==> config.mk <==
export PLATFORM = sky130hd
export DESIGN_NAME = comparator_arbiter
export DESIGN_NICKNAME = d
export VERILOG_FILES = /design/src/rtl/comparator_arbiter.sv
export SDC_FILE = /design/constraint.sdc
export NUM_CORES = 1
export LEC_CHECK = 0
export ABC_AREA = 1
export CAP_MARGIN = 20
export CORE_MARGIN = 5
export CORE_UTILIZATION = 44
export CTS_CLUSTER_SIZE = 24
export DETAILED_ROUTE_END_ITERATION = 10
export PLACE_DENSITY_LB_ADDON = 0.3
export SYNTH_ARGS = -nofsm -noshare
export SYNTH_HDL_FRONTEND = slang
export SYNTH_SLANG_ARGS = --single-unit
==> constraint.sdc <==
create_clock -name clk -period 1.7 [get_ports clk]
set_input_delay 0.255 -clock clk [delete_from_list [all_inputs] [get_ports clk]]
set_output_delay 0.255 -clock clk [all_outputs]
set_load 0.01 [all_outputs]
==> src/rtl/comparator_arbiter.sv <==
// comparator_arbiter
// Shares one registered WIDTH-bit comparator between two requesters.
// Round-robin arbitration picks a winner, captures its operands and mode,
// and one cycle later returns a tagged greater/smaller/equal result.
//
// Handshake: req0/req1 are held high until the matching one-cycle gnt pulse
// is seen; operands are sampled only at the grant edge. res_valid is a
// one-cycle pulse; res_id/res_g/res_s/res_e hold until the next result.
//
// Build option: define CMP_ARB_FIXED_PRIO_EN for fixed priority (req0 always
// wins contention). Undefined (default) gives round-robin.

module comparator_arbiter #(
    parameter int WIDTH = 6
) (
    input  logic             clk,
    input  logic             reset,
    input  logic             req0,
    input  logic [WIDTH-1:0] a0,
    input  logic [WIDTH-1:0] b0,
    input  logic             s0,
    output logic             gnt0,
    input  logic             req1,
    input  logic [WIDTH-1:0] a1,
    input  logic [WIDTH-1:0] b1,
    input  logic             s1,
    output logic             gnt1,
    output logic             busy,
    output logic             res_valid,
    output logic             res_id,
    output logic             res_g,
    output logic             res_s,
    output logic             res_e,
    output logic [1:0]       dbg_state
);

    typedef enum logic [1:0] {
        IDLE = 2'd0,
        EXEC = 2'd1,
        RESP = 2'd2
    } state_t;

    state_t           state;
    state_t           next_state;
    logic             grant_any;
    logic             win;
    logic [WIDTH-1:0] a_reg;
    logic [WIDTH-1:0] b_reg;
    logic             s_reg;
    logic             id_reg;
    logic             cmp_g;
    logic             cmp_s;
    logic             cmp_e;

`ifndef CMP_ARB_FIXED_PRIO_EN
    logic             last_id;
`endif

    assign busy      = (state != IDLE);
    assign dbg_state = state;

    // Winner selection: on contention the requester other than the last one
    // granted wins (or req0 always, in the fixed-priority build).
    always_comb begin
        win = 1'b0;
`ifdef CMP_ARB_FIXED_PRIO_EN
        win = !req0;
`else
        if (req0 && req1) begin
            win = !last_id;
        end else begin
            win = req1;
        end
`endif
    end

    // Next-state logic; a grant may be issued from IDLE or RESP only.
    always_comb begin
        next_state = state;
        grant_any  = 1'b0;
        case (state)
            IDLE: begin
                if (req0 || req1) begin
                    grant_any  = 1'b1;
                    next_state = EXEC;
                end
            end
            EXEC: begin
                next_state = RESP;
            end
            RESP: begin
                if (req0 || req1) begin
                    grant_any  = 1'b1;
                    next_state = EXEC;
                end else begin
                    next_state = IDLE;
                end
            end
            default: begin
                next_state = IDLE;
            end
        endcase
    end

    // Comparator on the captured operands, signed or unsigned per s_reg.
    always_comb begin
        cmp_e = (a_reg == b_reg);
        if (s_reg) begin
            cmp_g = ($signed(a_reg) > $signed(b_reg));
        end else begin
            cmp_g = (a_reg > b_reg);
        end
        cmp_s = !cmp_g && !cmp_e;
    end

    // State register.
    always_ff @(posedge clk or posedge reset) begin
        if (reset) begin
            state <= IDLE;
        end else begin
            state <= next_state;
        end
    end

    // Grant pulses and operand capture at the grant edge.
    always_ff @(posedge clk or posedge reset) begin
        if (reset) begin
            gnt0   <= 1'b0;
            gnt1   <= 1'b0;
            a_reg  <= '0;
            b_reg  <= '0;
            s_reg  <= 1'b0;
            id_reg <= 1'b0;
        end else begin
            gnt0 <= grant_any && !win;
            gnt1 <= grant_any && win;
            if (grant_any) begin
                a_reg  <= win ? a1 : a0;
                b_reg  <= win ? b1 : b0;
                s_reg  <= win ? s1 : s0;
                id_reg <= win;
            end
        end
    end

`ifndef CMP_ARB_FIXED_PRIO_EN
    // Round-robin pointer: remembers the most recently granted requester.
    always_ff @(posedge clk or posedge reset) begin
        if (reset) begin
            last_id <= 1'b1;
        end else if (grant_any) begin
            last_id <= win;
        end
    end
`endif

    // Result registers: loaded at the end of EXEC, held until the next load.
    always_ff @(posedge clk or posedge reset) begin
        if (reset) begin
            res_valid <= 1'b0;
            res_id    <= 1'b0;
            res_g     <= 1'b0;
            res_s     <= 1'b0;
            res_e     <= 1'b0;
        end else begin
            res_valid <= (state == EXEC);
            if (state == EXEC) begin
                res_id <= id_reg;
                res_g  <= cmp_g;
                res_s  <= cmp_s;
                res_e  <= cmp_e;
            end
        end
    end

endmodule
Run 1, M3 wires:
(4 px per micron)
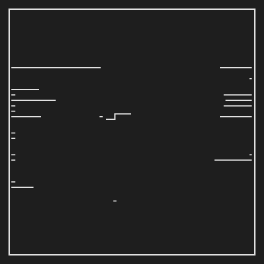
The wires run mostly horizontal. The layer carries 110 microns of wire. The longest straight run is 22.1 microns.
total number of vias: 977
met3 GRT Util: 3.14%
DRT Wirelength: 2460 microns

Run 1, routing congestion map:
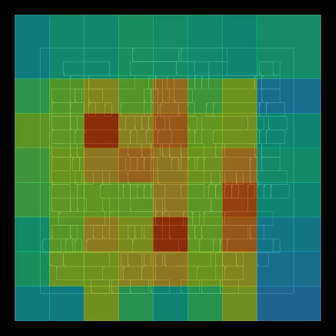
GR Util met2: 28.1%
met1 usage: 17.3%
Routed WL per cell: 11.8 microns

Run 1, cell sizes after repair:
(8 px per micron)
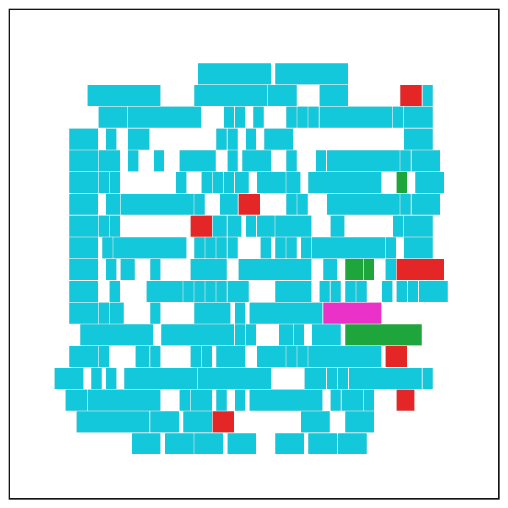
Red marks drive 3 to 4, cells 7, share 3.9%. Magenta marks drive 6 and up, cells 1, share 0.56%. Cyan marks drive 1 or less, cells 167, share 93%. Green marks drive 2, cells 4, share 2.2%.
Signal buffers: 42
area growth from synthesis to layout: 41.1%
slack of the critical path: 83.6 ps
design area: 0.00162 sq mm

==> results.toml, run 1 <==
# synthesis and place-and-route metrics
[grt]
grt_use_total_pct = 15.2
grt_pass1_vias = 1018
grt_pass1_wl_microns = 4190
antenna_found_initial = 0
overflow = 0
busiest_layer = "met2"

[flow_run]
maxCapViolCount = 0

[clock_tree]
cts_root_buf = "clkbuf_4"
cts_resized = 0
postCtsHoldBufs = 0
ctsLongestPathBuffers = 2
clk_pin_slew_worst_paths_ps = 130
cts_made_buffers = 3
post_cts_buffers = 0
clkSinkCount = 24
cts_max_level = 1

[yosys]
top_area_share_pct = 50.3
area_leaders = "dfrtp_1, nand2_1, ha_1, inv_1, o211ai_1"
syn_area_sq_mm = 0.00114
edf_count = 0
avgSynthCellArea_sq_um = 8.48
yosysChipArea_sq_mm = 0.00114
netlist_instances = 135
yosysWarnings = 0
synth_top_cell_by_count = "nand2_1"
yosysTopAreaCell = "dfrtp_1"
ys_types = 18
ys_ff = 24
ys_cells = 135
fp_nets = 171

[timing]
min_period_ps = 1620
final_hold_viol_count = 0
setup_violations = 0
fmax_mhz = 619
tightest_slew_ps = 301
setup_tns_ps = 0
slew_violations = 0
fin_skew_ps = 5.92
rsz0062_at_grt = "no"
fin_crit_sh_pct = 95.1

[placement]
gp_congestion = 0.725
dpl.hpwl_microns = 1920
placed_area_sq_mm = 0.00159
port-buffer-count = 39

[floorplanning]
fp_util_pct = 46.2
dieArea_sq_mm = 0.00372
rows = 18
ios = 40
die_y_microns = 61.0
coreArea_sq_mm = 0.00248

[drt]
postRouteAntennaNets = 0
drc = 0
vias_per_cell = 4.67
drtPass1Iterations = 4
dr.first_iter.drc_count = 15

[worst_setup_path]
critPathLaunchType = "flip-flop"
crit_chain = "inv_2, nand2_1, clkdlybuf4s50_1"
path_class = "reg -> out"
r2r-end = "res_s"
endpoint = "busy"
cp_num_buf_inv = 2
r2r_cells = 9
r2r_setup_slack_ps = 310
path_delay_family = "buffers and inverters"
crit_required_ps = 1440
arrival_ps = 1360
critPathMaxFanout = 3
slowest_stage = "clkdlybuf4s50_1"
cp_num_cells = 3
slowest_delay_ps = 520
regToRegStartpoint = "a_reg[5]"

[power]
vdd_drop_max_mv = 0.617
power.leakage_uw = 0.000797
p_switching_uw = 535
combPwrFrac_pct = 38.2
intPower_uw = 1110
switching_share_pct = 32.5

[outcome]
status = "finished, final reports clean"

[cells_and_area]
nFillCells = 227
fin_nets = 216
insertedDiodeCount = 0

[hold_path]
hold_class = "in -> async"
[run 1: power groups by stage]
stage / Clock (uW) / Sequential, uW / Combinational (uW)
global route: 280 / 775 / 715
global placement: 0 / 767 / 619
detailed placement: 0 / 775 / 635
floorplan: 0 / 791 / 337
finish: 254 / 763 / 629
CTS: 263 / 762 / 640
[run 1: metal layers]
metal	vias up	part of all wire, %
met5	-	0
met1	444	43
met2	24	51
met3	4	4.4
li1	505	-
met4	0	1.3
[run 1: through the flow]
stage	worst slack, ps	utilization, %	hold slack [ps]	std cells
2_1_floorplan	446	-	269	135
3_3_place_gp	181	64.1	458	205
3_5_place_dp	127	64.1	462	205
4_1_cts	63.4	65.2	275	209
5_1_grt	7.24	65.2	302	209
6_report	83.6	65.2	270	209
[run 1: cells by family after synthesis]
kind of cell	after synthesis	share of synthesized area [%]
AND/OR/NAND/NOR	69	23.9
buffers and inverters	24	9.07
flip-flops	24	52.6
AND-OR/OR-AND	12	7.87
adder cells (fa/ha/maj)	6	6.56
[run 1: placed cells by master (no fill, tap or decap)]
cell type	count
nand2_1	55
clkdlybuf4s50_1	39
dfrtp_1	23
inv_1	19
nand3_1	8
o211ai_1	7
ha_1	6
nor2_1	4
clkbuf_4	3
inv_2	2
o21ai_0	2
buf_4	2
o21ai_4	1
inv_4	1
nand2_2	1
a31oi_1	1
a21oi_1	1
nand4_1	1
clkbuf_1	1
dfstp_2	1
buf_12	1
[run 1: final cells by class]
class / count / area (sq um) / area share (%)
Tap cell: 30 / 37.5 / 2.32
Inverter: 22 / 85.1 / 5.27
Timing Repair Buffer: 42 / 425 / 26.3
Sequential cell: 24 / 602 / 37.3
Clock buffer: 4 / 26.3 / 1.63
Multi-Input combinational cell: 87 / 439 / 27.2
## Run 2: what changed since run 1
--- a/config.mk
+++ b/config.mk
@@ -15,3 +15,4 @@
 export SYNTH_ARGS = -nofsm -noshare
 export SYNTH_HDL_FRONTEND = slang
 export SYNTH_SLANG_ARGS = --single-unit
+export TNS_END_PERCENT = 100
Run 2, cell sizes after repair:
(8 px per micron)
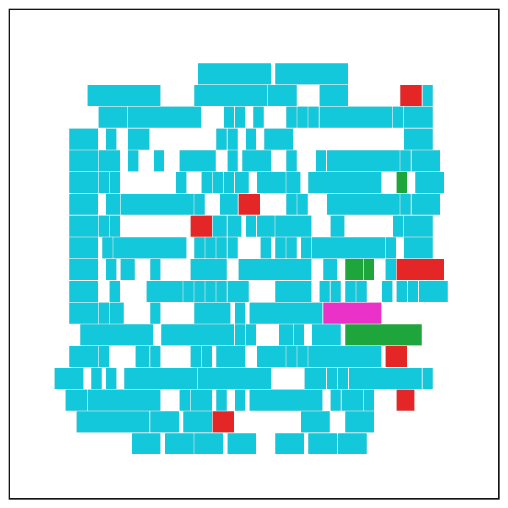
Red marks drive 3 to 4, cells 7, share 3.9%. Green marks drive 2, cells 4, share 2.2%. Cyan marks drive 1 or less, cells 167, share 93%. Magenta marks drive 6 and up, cells 1, share 0.56%.

==> run 2 against run 1 <==
Global-route usage did not move; clock-buffer cell count did not move; register-to-register slack barely moved; sequential cell count did not move; final area did not move; worst setup slack did not move; sequential share of layout area did not move; clock power barely moved; clock skew did not move; cell count did not move; critical endpoint unchanged; largest power group unchanged.
==> results.toml, run 2 <==
# synthesis and place-and-route metrics
[cells_and_area]
syn_to_final_growth_pct = 41.1
layout_top_cells = "nand2_1, clkdlybuf4s50_1, dfrtp_1"
final_common_cell = "nand2_1"
nFillCells = 227
fin_nets = 216
stdcell_count = 209
insertedDiodeCount = 0

[worst_setup_path]
slowest_delay_ps = 520
slowest_stage = "clkdlybuf4s50_1"
crit_required_ps = 1440
critPathLaunchType = "flip-flop"
critPathMaxFanout = 3
arrival_ps = 1360
crit_chain = "inv_2, nand2_1, clkdlybuf4s50_1"
path_class = "reg -> out"
r2r_cells = 9

[yosys]
ys_cells = 135
synthMuxAreaShare_pct = 0
ys_types = 18
syn_area_sq_mm = 0.00114
avgSynthCellArea_sq_um = 8.48
synthAoiAreaFrac_pct = 7.87
topCombFamilyByArea = "simple AND/OR/NAND/NOR gates"
fp_nets = 171
synthAdderAreaFrac_pct = 6.56
yosysWarnings = 0
yosysTopAreaCell = "dfrtp_1"
synth.cellmix.simpleShare_pct = 23.9
edf_count = 0
synthXorXnorAreaFrac_pct = 0
netlist_instances = 135
area_leaders = "dfrtp_1, nand2_1, ha_1, inv_1, o211ai_1"
synth_top_cell_by_count = "nand2_1"
yosysChipArea_sq_mm = 0.00114
ys_ff = 24

[floorplanning]
coreArea_sq_mm = 0.00248
die_y_microns = 61.0
fp_util_pct = 46.2
ios = 40

[drt]
vias = 977
vias_per_cell = 4.67
drtPass1Iterations = 4
drc = 0
dr.first_iter.drc_count = 15
wl_per_cell_microns = 11.8

[grt]
grt_pass1_wl_microns = 4190
grt_use_total_pct = 15.2
overflow = 0
antenna_found_initial = 0
grt_pass1_vias = 1018

[clock_tree]
cts_max_level = 1
post_cts_buffers = 0
clk_pin_slew_worst_paths_ps = 130
cts_resized = 0
cts_made_buffers = 3
cts_root_buf = "clkbuf_4"
clkSinkCount = 24
ctsLongestPathBuffers = 2

[timing]
final_hold_viol_count = 0
fmax_mhz = 619
fin_crit_sh_pct = 95.1
setup_violations = 0
rsz0062_at_grt = "no"
worst_slack_ps = 83.6
tightest_slew_ps = 301
min_period_ps = 1620
slew_violations = 0

[placement]
placed_cells = 205
dp_slack_ps = 127
gp_congestion = 0.725
dpl.hpwl_microns = 1920

[hold_path]
hold_class = "in -> async"

[flow_run]
maxCapViolCount = 0

[outcome]
status = "finished, final reports clean"

[power]
power.leakage_uw = 0.000797
run 2: cell counts after synthesis:
No cell type changed its count.
run 2: area by class of cell:
type	count	area, sq um	share of cell area [%]
multi-input combinational	87	439	27.2
inverter	22	85.1	5.27
tap	30	37.5	2.32
sequential	24	602	37.3
timing repair buffer	42	425	26.3
clock buffer	4	26.3	1.63
run 2: logic make-up (layout without fill, tap and decap cells):
family	Yosys count	in the layout
AND-OR/OR-AND	12	12
flip-flops	24	24
adder cells (fa/ha/maj)	6	6
AND/OR/NAND/NOR	69	69
buffers and inverters	24	68
run 2: worst max-delay path: cells and delay by family, from the launching register on:
family	cells	cell delay, ps
buf+inv	2	590
flops	1	400
simple gates	1	60
run 2: final timing paths:
path / start / endpoint / slack, ps
max in group asynchronous: reset / last_id / 1130
max: dbg_state[0] / busy / 80
min reg2reg: last_id / last_id / 480
min: reset / res_s / 270
max reg2reg: a_reg[5] / res_s / 310
min in group clk: last_id / last_id / 480
run 2: per-layer routing:
layer / track usage [%] / routed length [microns] / vias up
li1: - / - / 505
met1: 17.3 / 1060 / 444
met2: 28.1 / 1260 / 24
met3: 3.14 / 109 / 4
met5: 0 / 0 / -
met4: 5.57 / 32 / 0
run 2: through the flow:
| stage | area (sq um) | utilization [%] |
|---|---|---|
| after floorplan | 1140 | - |
| after global placement | 1590 | 64.1 |
| after detailed placement | 1590 | 64.1 |
| after CTS | 1620 | 65.2 |
| after global routing | 1620 | 65.2 |
| final | 1620 | 65.2 |
run 2: power by group:
part / switching [uW] / internal, uW / total [uW]
logic: 314 / 315 / 629
clock network: 162 / 91.7 / 254
registers: 58.8 / 704 / 763
total: 535 / 1110 / 1650
Run 2, signal wires on met2:
(4 px per micron)
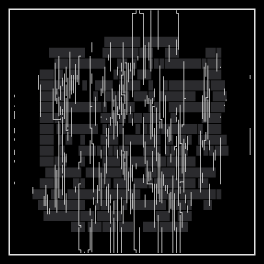

## Run 3: what changed since run 2
--- a/config.mk
+++ b/config.mk
@@ -8,7 +8,7 @@
 export ABC_AREA = 1
 export CAP_MARGIN = 20
 export CORE_MARGIN = 5
-export CORE_UTILIZATION = 44
+export CORE_UTILIZATION = 40
 export CTS_CLUSTER_SIZE = 24
 export DETAILED_ROUTE_END_ITERATION = 10
 export PLACE_DENSITY_LB_ADDON = 0.3
==> constraint.sdc (replaced) <==
create_clock -name clk -period 1.4 [get_ports clk]
set_input_delay 0.21 -clock clk [delete_from_list [all_inputs] [get_ports clk]]
set_output_delay 0.21 -clock clk [all_outputs]
set_load 0.01 [all_outputs]
Run 3, signal wires on met2:
(4 px per micron)
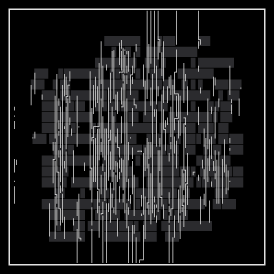
The layer carries 1690 microns of wire. 196 nets have wire on it. The wires run mostly vertical.

==> run 3 against run 2 <==
Core utilization is 0.68 points higher; clock skew grew 2.5 ps; sequential power up 23%; via count is 13% higher; clock-buffer cell count shrank 1; sequential cell count did not move; clock power is 98% higher; first-iteration DRC count grew 110%; worst hold slack got worse by 120 ps; cell count rose by 5.3%; register-to-register slack worse by 290 ps; critical path type is now reg -> reg; critical endpoint is now res_g; largest power group is now combinational cells.
==> results.toml, run 3 <==
# synthesis and place-and-route metrics
[outcome]
status = "finished, final reports clean"

[timing]
setup_violations = 0
fmax_mhz = 724
timing.hold.ws_ps = 146
fin_skew_ps = 8.46
setup_tns_ps = 0
rsz0062_at_grt = "yes"
final_hold_viol_count = 0
tightest_slew_ps = 344
slew_violations = 0
min_period_ps = 1380

[placement]
placed_cells = 211
dpl.hpwl_microns = 2090
gp_congestion = 0.772
placed_area_sq_mm = 0.00162
port-buffer-count = 39

[grt]
grt.met1_usage_pct = 17.1
use_met3_pct = 4.09
antenna_found_initial = 0
grt_pass1_wl_microns = 4840
grt_use_total_pct = 14.9
overflow = 0
grtUsageMet2_pct = 26.4
busiest_layer = "met2"

[yosys]
edf_count = 0
ys_types = 18
area_leaders = "dfrtp_1, nand2_1, ha_1, inv_1, o211ai_1"
yosysWarnings = 0
ys_cells = 135
yosysTopAreaCell = "dfrtp_1"
ys_ff = 24
synth_top_cell_by_count = "nand2_1"
syn_area_sq_mm = 0.00114
avgSynthCellArea_sq_um = 8.48
fp_nets = 171

[drt]
postRouteAntennaNets = 0
vias = 1104
drt_wl_total_microns = 3150
drtPass1Iterations = 4
dr.first_iter.drc_count = 31

[floorplanning]
fp_util_pct = 41.5
dieArea_sq_mm = 0.00403
ios = 40
die_y_microns = 63.5

[clock_tree]
cts_made_buffers = 3
cts_root_buf = "clkbuf_4"
clk_pin_slew_worst_paths_ps = 140
postCtsHoldBufs = 0

[power]
power.leakage_uw = 0.000882
vdd_drop_max_mv = 0.866

[cells_and_area]
fin_util_pct = 65.9
final_common_cell = "nand2_1"
stdcell_count = 220
fin_area_sq_mm = 0.00182
fin_nets = 226
syn_to_final_growth_pct = 58.7

[worst_setup_path]
crit_required_ps = 1630
critPathLaunchType = "flip-flop"
critPathMaxFanout = 3
r2r_cells = 7
r2r_setup_slack_ps = 20

[flow_run]
maxCapViolCount = 0
-- run 3: cell counts after synthesis --
No cell type changed its count.
-- run 3: area by class of cell --
class	instances	area, sq um
Timing Repair Buffer	51	468
Timing Repair inverter	1	7.51
Multi-Input combinational cell	87	558
Inverter	22	90.1
Fill cell	213	941
Clock inverter	1	30.0
Tap cell	31	38.8
Clock buffer	3	22.5
Sequential cell	24	602
-- run 3: what timing repair did --
| item | 4_1_cts | 5_1_grt |
|---|---|---|
| pin swaps | 1 | 10 |
| gates resized | 12 | 27 |
| endpoints found under the setup margin | 12 | 16 |
| gates cloned | 0 | 1 |
| setup buffers | 0 | 4 |
-- run 3: worst max path at each step --
stage	endpoint	cells past startpoint	slack [ps]
5_1_grt	res_s	8	-90
2_1_floorplan	res_g	8	150
6_report	res_g	7	20
3_3_place_gp	s_reg	7	-40
4_1_cts	res_s	9	10
3_5_place_dp	s_reg	8	-110
-- run 3: report_power, final --
part | internal (uW) | switching [uW]
Clock | 290 | 213
Combinational | 478 | 530
Sequential | 855 | 87.2
Total | 1620 | 831
-- run 3: logic make-up (layout without fill, tap and decap cells) --
kind of cell	Yosys count	count (layout)	share of synthesized area, %
AOI/OAI and AO/OA	12	12	7.87
adders and majority gates	6	6	6.56
buffers and inverters	24	78	9.07
DFF	24	24	52.6
and+or+nand+nor	69	69	23.9
-- run 3: per-layer routing --
| layer | wire length, microns | up-vias | share of wire, % |
|---|---|---|---|
| met1 | 1240 | 538 | 39 |
| met5 | 0 | - | 0 |
| met2 | 1690 | 34 | 54 |
| met3 | 180 | 4 | 5.7 |
| met4 | 29 | 0 | 0.92 |
| li1 | - | 528 | - |
-- run 3: critical path: stages, from the launching register on --
cell	delay, ps
dfrtp_1	440
ha_4	310
nand2_4	60
nor2_4	120
buf_4	130
a31oi_4	90
nand3_1	100
nand2_1	50
Power and IR drop assume default switching activity.
